File: src/rtl/serial_shifter.sv
// Bit-serial SRL/SLL/SRA unit: one bit position per clock under a start/busy/done handshake.
// Latency: done arrives shamt+1 cycles after start is accepted (1 cycle for shamt=0 or an illegal op).
// Backpressure: start is only sampled while idle; requests made while busy are dropped, not queued.
module serial_shifter #(
    parameter int OPD_LENGTH  = 32,
    parameter int SHAMT_WIDTH = 5
) (
    input  logic                  clk,
    input  logic                  rst,
    input  logic                  start,
    input  logic [OPD_LENGTH-1:0] opd1,
    input  logic [OPD_LENGTH-1:0] opd2,
    input  logic [2:0]            alu_op_select,
    output logic                  busy,
    output logic                  done,
    output logic [OPD_LENGTH-1:0] shifter_result,
    output logic                  illegal_op
);

    localparam logic [2:0] OP_SRL = 3'b001;
    localparam logic [2:0] OP_SLL = 3'b011;
    localparam logic [2:0] OP_SRA = 3'b111;

    typedef enum logic [1:0] {
        IDLE  = 2'd0,
        SHIFT = 2'd1,
        DONE  = 2'd2
    } state_t;

    state_t                  state_q, state_d;
    logic [SHAMT_WIDTH-1:0]  count_q, count_d;
    logic [2:0]              op_q, op_d;
    logic [OPD_LENGTH-1:0]   result_q, result_d;
    logic                    illegal_q, illegal_d;
    logic [SHAMT_WIDTH-1:0]  shamt;
    logic                    sel_legal;

    // Shift amounts wrap modulo the operand width, so the upper opd2 bits never matter.
    logic opd2_unused;
    assign opd2_unused = ^opd2[OPD_LENGTH-1:SHAMT_WIDTH];

    assign shamt     = opd2[SHAMT_WIDTH-1:0];
    assign sel_legal = (alu_op_select == OP_SRL) || (alu_op_select == OP_SLL) ||
                       (alu_op_select == OP_SRA);

    always_comb begin
        state_d   = state_q;
        count_d   = count_q;
        op_d      = op_q;
        result_d  = result_q;
        illegal_d = illegal_q;
        case (state_q)
            IDLE: begin
                if (start) begin
                    count_d = shamt;
                    op_d    = alu_op_select;
                    if (!sel_legal) begin
                        result_d  = '0;
                        illegal_d = 1'b1;
                        state_d   = DONE;
                    end else begin
                        result_d  = opd1;
                        illegal_d = 1'b0;
                        state_d   = (shamt == '0) ? DONE : SHIFT;
                    end
                end
            end
            SHIFT: begin
                case (op_q)
                    OP_SRL:  result_d = {1'b0, result_q[OPD_LENGTH-1:1]};
                    OP_SLL:  result_d = {result_q[OPD_LENGTH-2:0], 1'b0};
                    OP_SRA:  result_d = {result_q[OPD_LENGTH-1], result_q[OPD_LENGTH-1:1]};
                    default: result_d = result_q;
                endcase
                count_d = count_q - SHAMT_WIDTH'(1);
                if (count_q == SHAMT_WIDTH'(1)) begin
                    state_d = DONE;
                end
            end
            DONE: begin
                state_d = IDLE;
            end
            default: begin
                state_d = IDLE;
            end
        endcase
    end

    always_ff @(posedge clk or posedge rst) begin
        if (rst) begin
            state_q   <= IDLE;
            count_q   <= '0;
            op_q      <= '0;
            result_q  <= '0;
            illegal_q <= 1'b0;
        end else begin
            state_q   <= state_d;
            count_q   <= count_d;
            op_q      <= op_d;
            result_q  <= result_d;
            illegal_q <= illegal_d;
        end
    end

    // Status outputs decode straight from the state flops, so no input reaches them combinationally.
    assign busy           = (state_q != IDLE);
    assign done           = (state_q == DONE);
    assign shifter_result = result_q;
    assign illegal_op     = illegal_q;

endmodule

File: config.mk
export PLATFORM = sky130hd
export DESIGN_NAME = serial_shifter
export DESIGN_NICKNAME = d
export VERILOG_FILES = /design/src/rtl/serial_shifter.sv
export SDC_FILE = /design/constraint.sdc
export NUM_CORES = 1
export LEC_CHECK = 0
export ABC_AREA = 1
export CORE_MARGIN = 1
export CORE_UTILIZATION = 45
export DETAILED_ROUTE_END_ITERATION = 16
export PLACE_DENSITY = 0.91
export SYNTH_ARGS = -nofsm -noshare
export SYNTH_HDL_FRONTEND = slang
export SYNTH_SLANG_ARGS = --single-unit
File: constraint.sdc
create_clock -name clk -period 1.7 [get_ports clk]
set_clock_uncertainty 0.1 [all_clocks]
set_input_delay 0.255 -clock clk [delete_from_list [all_inputs] [get_ports clk]]
set_output_delay 0.255 -clock clk [all_outputs]
set_load 0.05 [all_outputs]
Figure 1. Power grid.
Bar = 20 microns. Pins as bars on the die edge. Tap cells in grey.
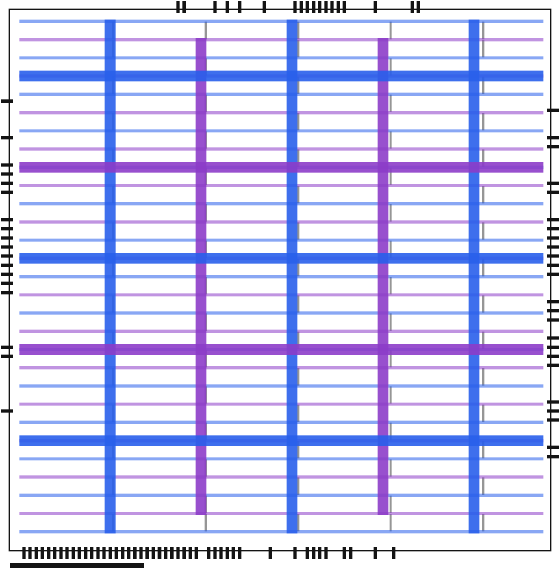
Key: blue = VSS; purple = VDD
The core has 28 rows. 75 tap cells. 29 met1 rails follow the rows. 105 signal pins sit on the boundary. 5 straps on met4.
die width: 80.6 microns
core area: 0.00596 sq mm
peak supply drop: 1.09 mV
chip height: 80.6 microns

Figure 2. Placed cells, one colour a class.
Bar = 20 microns.
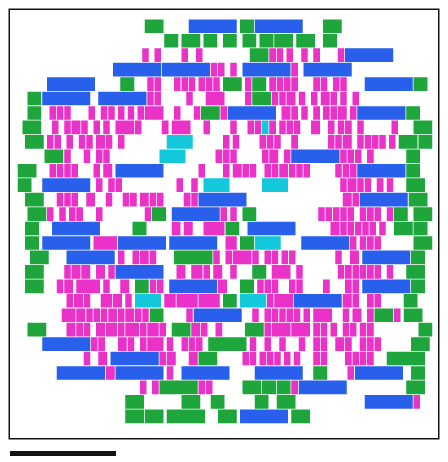
Key: cyan = clock drivers and dummy loads [cells 8]; magenta = all other logic [cells 362]; blue = flip-flops [cells 43]; green = other buffers and delay cells [cells 88]

Figure 3. Routed clock nets over the placement.
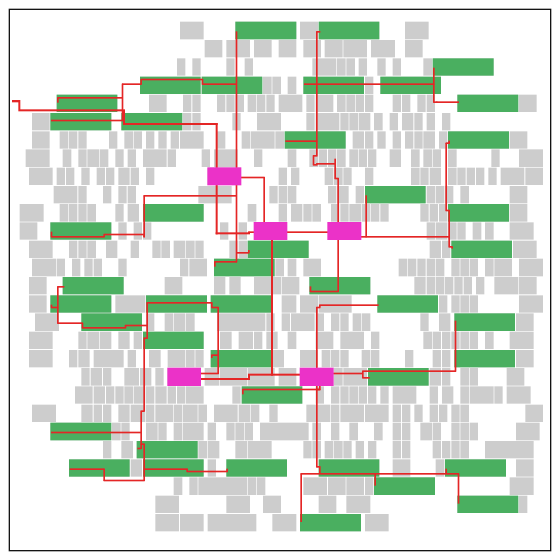
Key: green = flip-flops [count 43]; red = clock wires [length 601 microns]; magenta = cells driving clock nets [count 5]
There are 6 routed clock nets. Position of the flops: widely spread.
Late-Pin Clk Latency: 0.29 ns
clock-net power: 0.729 mW
Clk pwr share: 12.1%

Figure 4. Routed metal, one colour a layer.
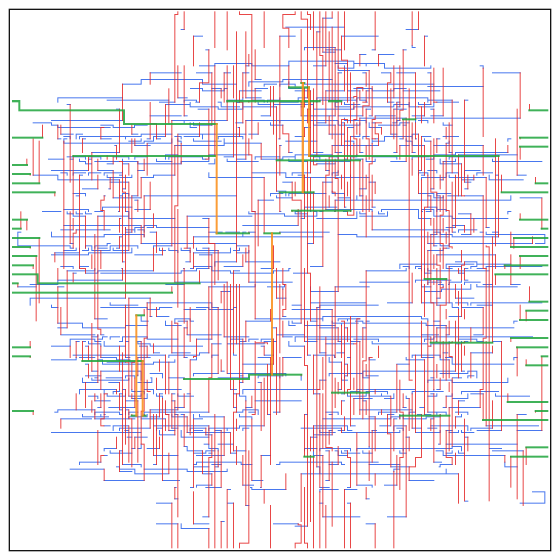
Key: green = met3 [wire length 392 microns]; orange = met4 [wire length 87.0 microns]; blue = met1 [wire length 2,920 microns]; red = met2 [wire length 3,440 microns]

==> ci_impl_report.md <==
## PnR job results

| Metric | Value |
|---|---|
| Worst Hold Margin | `just over 0.2 ns` |
| Initial DRC count | `176` |
| Number of cells in Yosys stat | `424` |
| Reg2Reg Depth | `7` |
| Worst slew pin tran | `0.331 ns` |
| Postcts setup bufs | `0` |
| Placed cell areas | `0.00354 sq mm` |
| Maximum Capacitance Violations | `0` |
| RSZ-0062 raised after global routing | `no` |
| Wire length on met1 | `between 2000 and 3000 microns` |
| Fin. max-slew vios | `0` |
| Via/cell ratio | `4.85` |
| CP Capture Type | `primary output` |
| Power Total | `6.04 mW` |
| Clock buffer depth | `2` |
| Vias post-DR | `2,793` |
| Initial antenna violation count | `0` |
| GRT Util Overall | `between 20 and 25%` |
| Overflow after GRT | `0` |
| Post-synth regs | `about 43` |
| Sinks on Clock Net | `between 40 and 50` |
| Power Internal | `2.93 mW` |
| CLK BUF | `8` |
| Non-CTS buffers | `a little under 90` |
| Worst setup path start | `state_q[0]$_DFFE_PP0P_` |
| Post-CTS Hold Fix Bufs | `0` |
| DR DRC count | `0` |
| Dpl hpwl | `4840 microns` |
| Status | `finished, final reports clean` |
| CTS clock-pin slew for the worst setup and hold paths | `0.08 ns` |
| Reg-to-Reg Start | `state_q[1]$_DFFE_PP0P_` |
| Resized cells post-CTS | `0` |
| LEAKAGE | `roughly 2.0 nW` |
| Drt pass-1 iters | `5` |
| Post-route design area | `~0.0036 sq mm` |
| Dominant cell area share | `38.7%` |
| # Taps | `75` |
| Worst slew margin | `77.9%` |
| Critical path startpoint category | `flip-flop` |
| Metal2 WL | `roughly 3400 microns` |
| Max Fanout on Critical Path | `5` |
| Final setup margin | `0.213 ns` |
| Cells along the critical path | `inv_1 > nand2_1 > buf_12` |
| GP Congestion | `0.862` |
| Part of the power in registers | `27.7%` |
| CTS H-tree depth | `2` |
| Nonclk inv count | `48` |
| Register area | `around 0.0011 sq mm` |
| Asr flop ratio synth | `100%` |
| PwrDens | `around 1700 mW/mm^2` |
| Top cells by area | `dfrtp_1, nand2_1, inv_1` |
| Top non-seq family | `simple AND/OR/NAND/NOR gates` |
| Tmin final | `1.49 ns` |
| Switching Power | `3.12 mW` |
| Routed wire length | `a little under 7000 microns` |
| Yosys top cell by area | `dfrtp_1` |
| Compound Share, Synth | `3.78%` |
| First-pass GRT wire length | `11,700 microns` |
| Largest power group | `combinational cells` |
| CTS tree | `yes` |
| Worst hold-check path type | `input port to async pin` |
| Yosys adder share | `less than 1%` |
| Gate Count Post-Synth | `424` |
| Combinational gate count | `314` |
| Metal3 WL | `approximately 390 microns` |
| Hold Fails Final Rpt | `0` |
| Commonest Layout Cell | `nand2_1` |
| Clock Tree Root | `clkbuf_8` |
| Post-synthesis area per instance | `6.55 sq um` |
| Crit share post-route | `87.5%` |
| IO Pins | `105` |
| Sw Share | `between 50 and 60%` |
| Main synth FF type | `dfrtp_1` |
| Crit Path Category | `flip-flop to primary output` |
| Logic share of the area | `37.3%` |
| Starting Density | `between 40% and 50%` |
| Setup TNS | `0 ns` |
| Seq group | `1.67 mW` |
| M2 GR Usage | `41.6%` |
| Syn_nets | `496` |
| Comb pwr | `3.64 mW` |
| Final nets | `about 570` |
| Global-route met3 utilization | `4.55%` |
| Max incr delay on CP | `roughly 0.44 ns` |
| Cell Type Count | `27` |
| Mux contribution to synthesized area | `0.405%` |
| R2R setup slack | `0.22 ns` |
| I/O Buffers | `77` |
| Post-synth EDFFs | `0` |
| CP arrival | `1.13 ns` |
| Top Layout Cells | `nand2_1, inv_1, dfrtp_1` |
| XOR/XNOR Area Share | `0%` |
| Required time of the critical path | `roughly 1.3 ns` |
| Delay-heaviest family, CP | `flip-flops` |
| Logic area | `0.00136 sq mm` |
| Slowest cell on crit path | `dfrtp_1` |
| Placed insts | `568` |
| Dominant kind of cell by area | `combinational gates` |
| Gr busiest metal | `met2` |
| Top cells by count, synth | `nand2_1, inv_1, dfrtp_1` |
| Yosys simple share | `a little over two fifths` |
| Share of layout cells above drive strength 1 | `between 10% and 20%` |
| Final cell count without fillers | `around 580` |
| Seq/Total Area, Yosys | `about two fifths` |
| Vias in the first global route | `2,776` |
| Final setup violation count | `0` |
| CTS Buf Count | `5` |
| Routed Antenna Nets | `0` |
| ANT cells | `0` |
| Fmax | `0.672 GHz` |
| Yosys stat area | `0.00278 sq mm` |
| Max FFs per register | `32` |
| Layout clock area frac | `2.75%` |
| GRT met1 Usage | `between 20% and 30%` |
| Area growth syn-to-layout | `31.1%` |
| Total of warnings raised by yosys | `0` |
| CP bufs+invs | `2` |
| Largest net degree at the start of global routing | `44` |
| Fill cells | `564` |
| Reg2Reg Capture Point | `count_q[2]$_DFFE_PP0P_` |
| Non-Clock Buffer Area Fraction | `22.7%` |
| Row count | `28` |
| Flop count | `43` |
| Top sig layer | `met4` |
| Setup WS pre-CTS | `-0.0831 ns` |
| Top-count cell post-synth | `nand2_1` |
| Sequential cell area share | `between 20% and 30%` |
| Worst Setup EP | `busy` |
| Fin util | `61.2%` |
| Routed WL per cell | `roughly 12 microns` |
| Die area | `0.00649 sq mm` |
| Part of the power in combinational logic | `60.2%` |
| Critical path depth in cells | `3` |
| Synthesized area | `between 0.002 and 0.003 sq mm` |
| Log Warnings | `54` |
Power and IR drop assume default switching activity.
